**Routed clock nets over the placement**

(3 px per um)
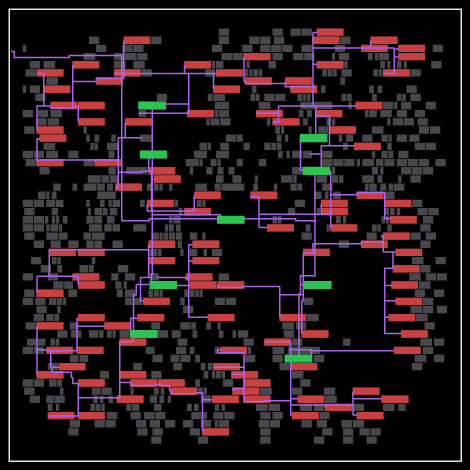
**Clock nets**

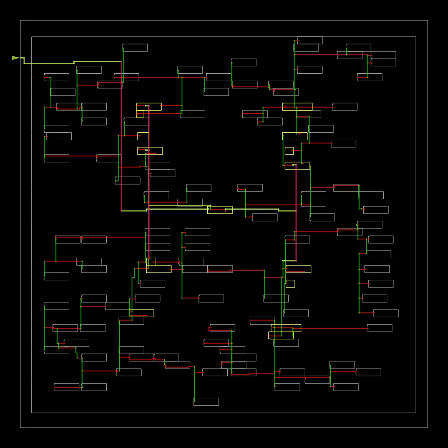
<file path="config.mk">
export PLATFORM = sky130hd
export DESIGN_NAME = mem_access_unit
export DESIGN_NICKNAME = d
export VERILOG_FILES = /design/src/rtl/mem_access_unit.sv
export SDC_FILE = /design/constraint.sdc
export NUM_CORES = 1
export LEC_CHECK = 0
export CAP_MARGIN = 20
export CORE_MARGIN = 4
export CORE_UTILIZATION = 25
export CTS_BUF_LIST = sky130_fd_sc_hd__clkbuf_4 sky130_fd_sc_hd__clkbuf_8 sky130_fd_sc_hd__clkbuf_16
export DETAILED_ROUTE_END_ITERATION = 7
export PLACE_DENSITY_LB_ADDON = 0.12
export SYNTH_ARGS = -nofsm -noshare
export SYNTH_HDL_FRONTEND = slang
export SYNTH_SLANG_ARGS = --single-unit
</file>
<file path="constraint.sdc">
create_clock -name clk -period 3.2 [get_ports clk]
set_clock_uncertainty 0.15 [all_clocks]
set_input_delay 0.32 -clock clk [delete_from_list [all_inputs] [get_ports clk]]
set_output_delay 0.32 -clock clk [all_outputs]
set_load 0.02 [all_outputs]
</file>
<file path="src/rtl/mem_access_unit.sv">
// Load/store unit between the pipeline and a simple request/ack word bus.
// Handles B/H/W stores with lane replication and B/H/W/BU/HU loads with extension.
module mem_access_unit (
  input  logic        clk,
  input  logic        rst,
  input  logic        sig_memread,
  input  logic        sig_memwrite,
  input  logic [2:0]  sig_memrdwidth,
  input  logic [1:0]  sig_memwrwidth,
  input  logic [31:0] addr,
  input  logic [31:0] wdata,
  output logic [31:0] rdata_out,
  output logic        load_valid,
  output logic        mem_stall,
  output logic        misalign,
  output logic        bus_req,
  output logic        bus_we,
  output logic [31:0] bus_addr,
  output logic [3:0]  bus_be,
  output logic [31:0] bus_wdata,
  input  logic        bus_ack,
  input  logic [31:0] bus_rdata
);

  typedef enum logic [1:0] {
    IDLE = 2'd0,
    BUSY = 2'd1,
    DONE = 2'd2
  } state_t;

  typedef enum logic [1:0] {
    SZ_NONE = 2'd0,
    SZ_BYTE = 2'd1,
    SZ_HALF = 2'd2,
    SZ_WORD = 2'd3
  } size_t;

  localparam logic [2:0] RD_B  = 3'd1;
  localparam logic [2:0] RD_H  = 3'd2;
  localparam logic [2:0] RD_W  = 3'd3;
  localparam logic [2:0] RD_BU = 3'd4;
  localparam logic [2:0] RD_HU = 3'd5;

  localparam logic [1:0] WR_B = 2'd1;
  localparam logic [1:0] WR_H = 2'd2;
  localparam logic [1:0] WR_W = 2'd3;

  state_t      state, next_state;

  logic        req_store;
  size_t       req_sz;
  logic        req_sext;
  logic        req_mis;
  logic        req_legal;
  logic [3:0]  req_be;
  logic [31:0] req_lanes;

  size_t       ld_sz;
  logic        ld_sext;
  logic [1:0]  ld_off;
  logic [31:0] rd_shift;
  logic [31:0] ld_ext;
  logic        ld_done;

  // Request decode: a load masks any simultaneous store.
  always_comb begin
    req_store = ~sig_memread & sig_memwrite;
    req_sz    = SZ_NONE;
    req_sext  = 1'b0;
    if (sig_memread) begin
      case (sig_memrdwidth)
        RD_B:    begin req_sz = SZ_BYTE; req_sext = 1'b1; end
        RD_H:    begin req_sz = SZ_HALF; req_sext = 1'b1; end
        RD_W:    req_sz = SZ_WORD;
        RD_BU:   req_sz = SZ_BYTE;
        RD_HU:   req_sz = SZ_HALF;
        default: req_sz = SZ_NONE;
      endcase
    end else if (req_store) begin
      case (sig_memwrwidth)
        WR_B:    req_sz = SZ_BYTE;
        WR_H:    req_sz = SZ_HALF;
        WR_W:    req_sz = SZ_WORD;
        default: req_sz = SZ_NONE;
      endcase
    end
  end

  always_comb begin
    req_mis   = ((req_sz == SZ_HALF) && addr[0]) ||
                ((req_sz == SZ_WORD) && (addr[1:0] != 2'b00));
    req_legal = (req_sz != SZ_NONE) && !req_mis;
    case (req_sz)
      SZ_BYTE: begin
        req_be    = 4'b0001 << addr[1:0];
        req_lanes = {4{wdata[7:0]}};
      end
      SZ_HALF: begin
        req_be    = 4'b0011 << addr[1:0];
        req_lanes = {2{wdata[15:0]}};
      end
      SZ_WORD: begin
        req_be    = '1;
        req_lanes = wdata;
      end
      default: begin
        req_be    = '0;
        req_lanes = '0;
      end
    endcase
  end

  always_comb begin
    next_state = state;
    case (state)
      IDLE:    if (req_legal) next_state = BUSY;
      BUSY:    if (bus_ack) next_state = DONE;
      DONE:    next_state = IDLE;
      default: next_state = IDLE;
    endcase
  end

  // Gated by rst so the stall cannot leak from live inputs while held in reset.
  always_comb begin
    mem_stall = rst && (((state == IDLE) && req_legal) || (state == BUSY));
  end

  always_comb begin
    ld_done  = (state == BUSY) && bus_ack && !bus_we;
    rd_shift = bus_rdata >> {ld_off, 3'b000};
    case (ld_sz)
      SZ_BYTE: ld_ext = ld_sext ? {{24{rd_shift[7]}}, rd_shift[7:0]}
                                : {24'b0, rd_shift[7:0]};
      SZ_HALF: ld_ext = ld_sext ? {{16{rd_shift[15]}}, rd_shift[15:0]}
                                : {16'b0, rd_shift[15:0]};
      default: ld_ext = rd_shift;
    endcase
  end

  always_ff @(posedge clk or negedge rst) begin
    if (!rst) begin
      state      <= IDLE;
      bus_req    <= 1'b0;
      bus_we     <= 1'b0;
      bus_addr   <= '0;
      bus_be     <= '0;
      bus_wdata  <= '0;
      ld_sz      <= SZ_NONE;
      ld_sext    <= 1'b0;
      ld_off     <= '0;
      rdata_out  <= '0;
      load_valid <= 1'b0;
      misalign   <= 1'b0;
    end else begin
      state      <= next_state;
      bus_req    <= (next_state == BUSY);
      load_valid <= ld_done;
      // A persisting misaligned request pulses only on alternate cycles.
      misalign   <= (state == IDLE) && req_mis && !misalign;
      if ((state == IDLE) && req_legal) begin
        bus_addr  <= {addr[31:2], 2'b00};
        bus_we    <= req_store;
        bus_be    <= req_be;
        bus_wdata <= req_store ? req_lanes : '0;
        ld_sz     <= req_sz;
        ld_sext   <= req_sext;
        ld_off    <= addr[1:0];
      end
      if (ld_done) begin
        rdata_out <= ld_ext;
      end
    end
  end

endmodule

</file>
==> results.txt <==
Purpose: to document the outcome of synthesis and place and route.

Run status
The run finished, with violations left. The final reports fail on negative hold slack.

Synth
After synthesis, the share of cell area in mux cells is 12.4%. By area the synthesized netlist is led by sky130_fd_sc_hd__dfrtp_1 (54%), sky130_fd_sc_hd__mux2_2 (6.2%), sky130_fd_sc_hd__nand2_1 (4.7%), sky130_fd_sc_hd__o21ai_0 (4.2%), sky130_fd_sc_hd__a21oi_1 (3.5%). The synthesis report names the predominant flop master as sky130_fd_sc_hd__dfrtp_1.

Clock tree
The number of buffers added to fix hold violations after cts is 0. The CTS tree is done.

Die
The top-level I/O count is 211. The floorplan report lists the tap cell count as 265.

Placement
Once placement finished, the instance area stood at 7490 um^2.

Final timing
Counting endpoints that fail hold in the final report gives 1. Based on the critical path, the design can be clocked at up to 0.344 GHz. Final hold analysis gives a worst-case slack of -0.00312 ns. The final clock period utilization by the worst path is 90.9%. Subtracting the final worst setup slack from the clock period gives 2.91 ns.

Setup path
The kind of cell adding the most delay to the critical path is buffers and inverters. For the worst reg-to-reg path, the startpoint reported by OpenROAD is ld_off[1]. The critical path endpoint has a required time of 2.73 ns. STA classifies the critical path startpoint as an input pin. In this run the worst setup path terminates at mem_stall. For flop-to-flop paths, the worst setup slack is 1.11 ns. The biggest cell delay along the critical path is 0.51 ns.

Global routing
The layer with the highest usage is met2. The global-route wire length before repair is 25600 um. For this run, global-route usage on met2 was measured as 23.7%.

Route
The average routed wire per standard cell is 17.2 um. Per the detail_route log, met3 wirelength is 1400 um.

Final layout
The fraction of cell area in non-clock buffers is 28.8%. The largest registers in the layout are bus_wdata: 32 flops, rdata_out: 32 flops, bus_addr: 30 flops. The multi-input logic portion of the cell area is 27.4%. The total number of nets in the final design is 801.

The area of combinational cells with multiple inputs is 2140 um^2. The count of cells in the finished layout, fillers not included, comes to 958.

Pwr
The post-route total power is 6.58 mW. The areal power density over the cells is 842 nW/um^2.

Hold path
The type recorded for the worst min-delay path is in -> async.
Notes on 'routed clock nets over the placement' above:
Key: red = flip-flops [count 109]; green = cells driving clock nets [count 9]; purple = clock wires [length 1610 um]
Position of the flops: spread over the die. There are 10 routed clock nets.
power of the clock network: 1.26 mW
part of the total power dissipated in the clock network: 19.2%
clock latency at the later pin of the worst-skew pair: 0.35 ns

Notes on 'clock nets' above:
clock buffer count: 9
num sequential: 109
clock sink count: 109

No activity file was given, so power comes from the tool's default toggle rates.
